Figure 1. Metal 1.
Supply wires on this layer in gray.
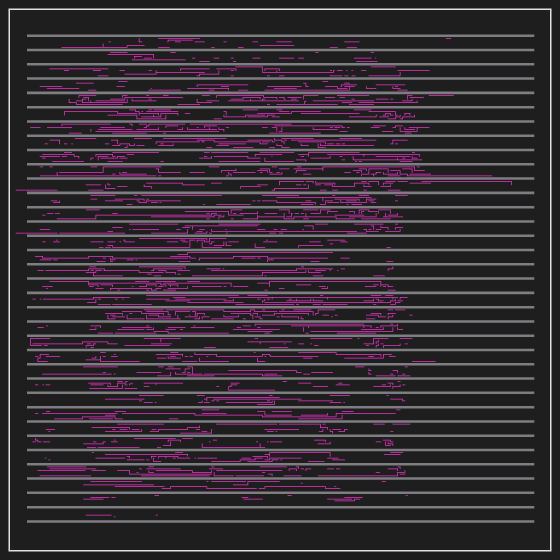
Figure 2. Gate families picked out.
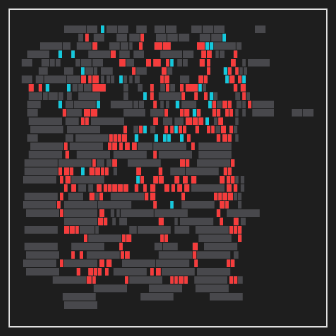
Figure 3. The clock network.
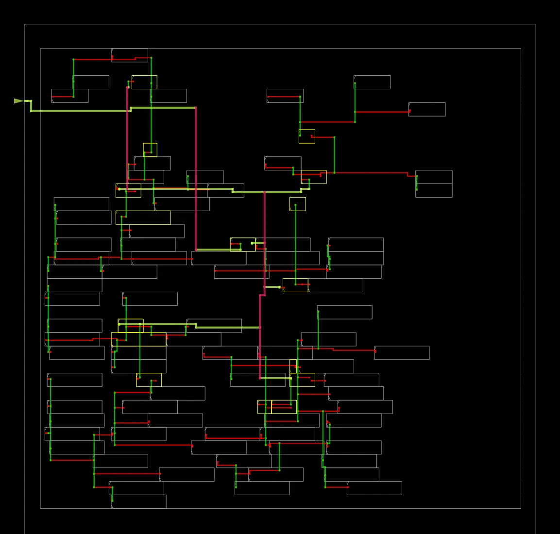
Figure 4. Where the registers sit.
Other sequential cells in the stronger gray, the rest of the logic in the fainter gray.
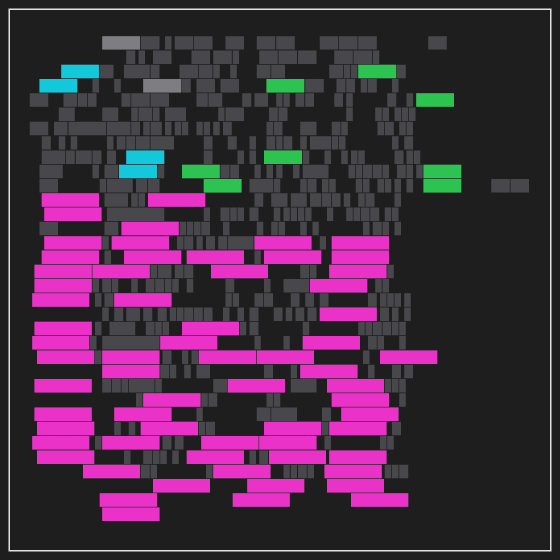
Figure 5. Floorplan with the power grid.
Pins as bars on the die edge.
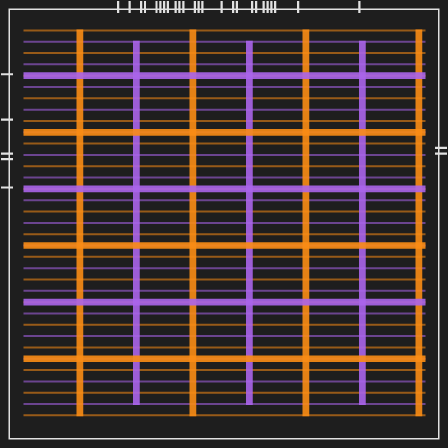
==> config.mk <==
export PLATFORM = sky130hd
export DESIGN_NAME = pc_sequencer_flat
export DESIGN_NICKNAME = d
export VERILOG_FILES = /design/src/rtl/pc_sequencer_if.sv /design/src/rtl/pc_sequencer.sv /design/src/flat_wrapper.sv
export SDC_FILE = /design/constraint.sdc
export NUM_CORES = 1
export LEC_CHECK = 0
export ABC_AREA = 1
export CORE_MARGIN = 3
export CORE_UTILIZATION = 40
export DETAILED_ROUTE_END_ITERATION = 8
export GPL_ROUTABILITY_DRIVEN = 0
export PLACE_DENSITY = 0.65
export SLEW_MARGIN = 25
export SYNTH_ARGS = -nofsm -noshare
export SYNTH_HDL_FRONTEND = slang
export SYNTH_SLANG_ARGS = --single-unit
==> constraint.sdc <==
create_clock -name clk -period 3.3 [get_ports clk]
set_clock_uncertainty 0.05 [all_clocks]
set_input_delay 0.495 -clock clk [delete_from_list [all_inputs] [get_ports clk]]
set_output_delay 0.495 -clock clk [all_outputs]
set_load 0.02 [all_outputs]
==> impl_table.tex <==
% Table of physical implementation metrics
\begin{tabular}{lr}
\hline
Metric & Value \\
\hline
\multicolumn{2}{l}{\textbf{Clock network}} \\
Post-CTS Resized & 0 \\
Number of CTS-inserted buffers & 9 \\
Worst-case clock buffer depth & 2 \\
CTS clock-pin slew for the worst setup and hold paths & 0.08 ns \\
H-tree level count & 3 \\
Clock sink count & 78 \\
\multicolumn{2}{l}{\textbf{Power and ir drop}} \\
Static leakage & 1.76 nW \\
Comb group & 598 uW \\
Internal power contribution & 1.74 mW \\
Power Total & 2.53 mW \\
Sequential Power & 1.14 mW \\
\multicolumn{2}{l}{\textbf{Placement}} \\
Number of buffers inserted by port buffering & 31 \\
Estimated wirelength of the detail-placed design & 6140 um \\
\multicolumn{2}{l}{\textbf{Worst setup path}} \\
Buf/Inv on CP & 2 \\
Ordered cell list for the critical path & inv\_1 > ha\_1 > nand2\_2 > nor2\_1 > clkdlybuf4s50\_1 \\
Worst Setup Path Type & reg -> out \\
Crit start category & register \\
Crit path required time & 2.75 ns \\
Reg2Reg Setup Slack & 0.80 ns \\
Total number of cells along the worst setup path & 5 \\
Maximum net fanout on the critical path & 7 \\
\multicolumn{2}{l}{\textbf{Global route}} \\
Met3 Use GR & 0.0372 \\
Total congestion overflow after global routing & 0 \\
Pin count of the biggest net entering global routing & 36 \\
First-pass GRT wire length & 13900 um \\
Peak-usage layer in the global routing report & met2 \\
\multicolumn{2}{l}{\textbf{Timing}} \\
Final Hold Viols & 0 \\
Final Max Tran Viols & 0 \\
Slew headroom & 0.565 \\
Fin crit share & 0.796 \\
\multicolumn{2}{l}{\textbf{Floorplan}} \\
Tapcell count & 108 \\
\multicolumn{2}{l}{\textbf{Yosys}} \\
Proportion of register bits with asynchronous set or reset after synthesis & 0 \\
Post-synth top flop & sky130\_fd\_sc\_hd\_\_edfxtp\_1 \\
Share of the yosys chip area belonging to registers & 0.587 \\
Instance count of the mapped netlist & 411 \\
Biggest combinational cell group after synthesis & simple AND/OR/NAND/NOR gates \\
Synthesized area divided by synthesized cell count & 9.12 um2 \\
\multicolumn{2}{l}{\textbf{Layout}} \\
Antenna Cells & 0 \\
Net count of the finished layout & 471 \\
Synthesis-to-layout area growth & 17.4\% \\
Combinational Area & 1340 um2 \\
Number of logic gates & 285 \\
\multicolumn{2}{l}{\textbf{Route}} \\
Uppermost routed layer & met4 \\
Met3 routed wirelength & 419 um \\
Routed length per placed instance & 15.9 um \\
Detail Route Antenna Nets & 0 \\
Number of DRC violations after detailed-routing iteration 0 & 253 \\
\multicolumn{2}{l}{\textbf{Hold path}} \\
Number of stages on the worst hold path & 2 \\
\multicolumn{2}{l}{\textbf{Outcome}} \\
Outcome & completed \\
\hline
\end{tabular}
About Figure 1:
share of all routed wire: 42%
main direction: horizontal
longest straight run: 32.2 um
wire length on this layer: 3720 um
nets with wire on the layer: 439
via total after detailed routing: 2953
global-route track usage on met1: 0.233
Total Wirelength: 8910 um

About Figure 2:
[inverters] cyan | cells: 33 | most used: inv_1
[NAND gates] red | cells: 204 | most used: nand2_1
commonest non-fill, non-tap cell in the layout: sky130_fd_sc_hd__nand2_1
multi-input combinational area share: 0.303
Final Instance Count excl. Fillers: 561

About Figure 3:
clock latency reported for the late side of the worst-skew pair: 0.35 ns
clock-net power: 794 uW

About Figure 4:
[u_core.stack_q] magenta | flops: 64
[u_core.bus.pc] green | flops: 8
[u_core.bus.depth] cyan | flops: 4 | where: north-west
sequential share of cell area: 0.500
end-of-flow core utilization: 0.493

About Figure 5:
[VDD] purple
[VSS] orange
met4 straps: 7
met1 rails: 35
rows: 34
met5 straps: 6
signal pins: 32
core area: 8930 um2
maximum vdd ir drop: 0.459 mV
vertical extent of the die: 103 um

No activity file was given, so power comes from the tool's default toggle rates.
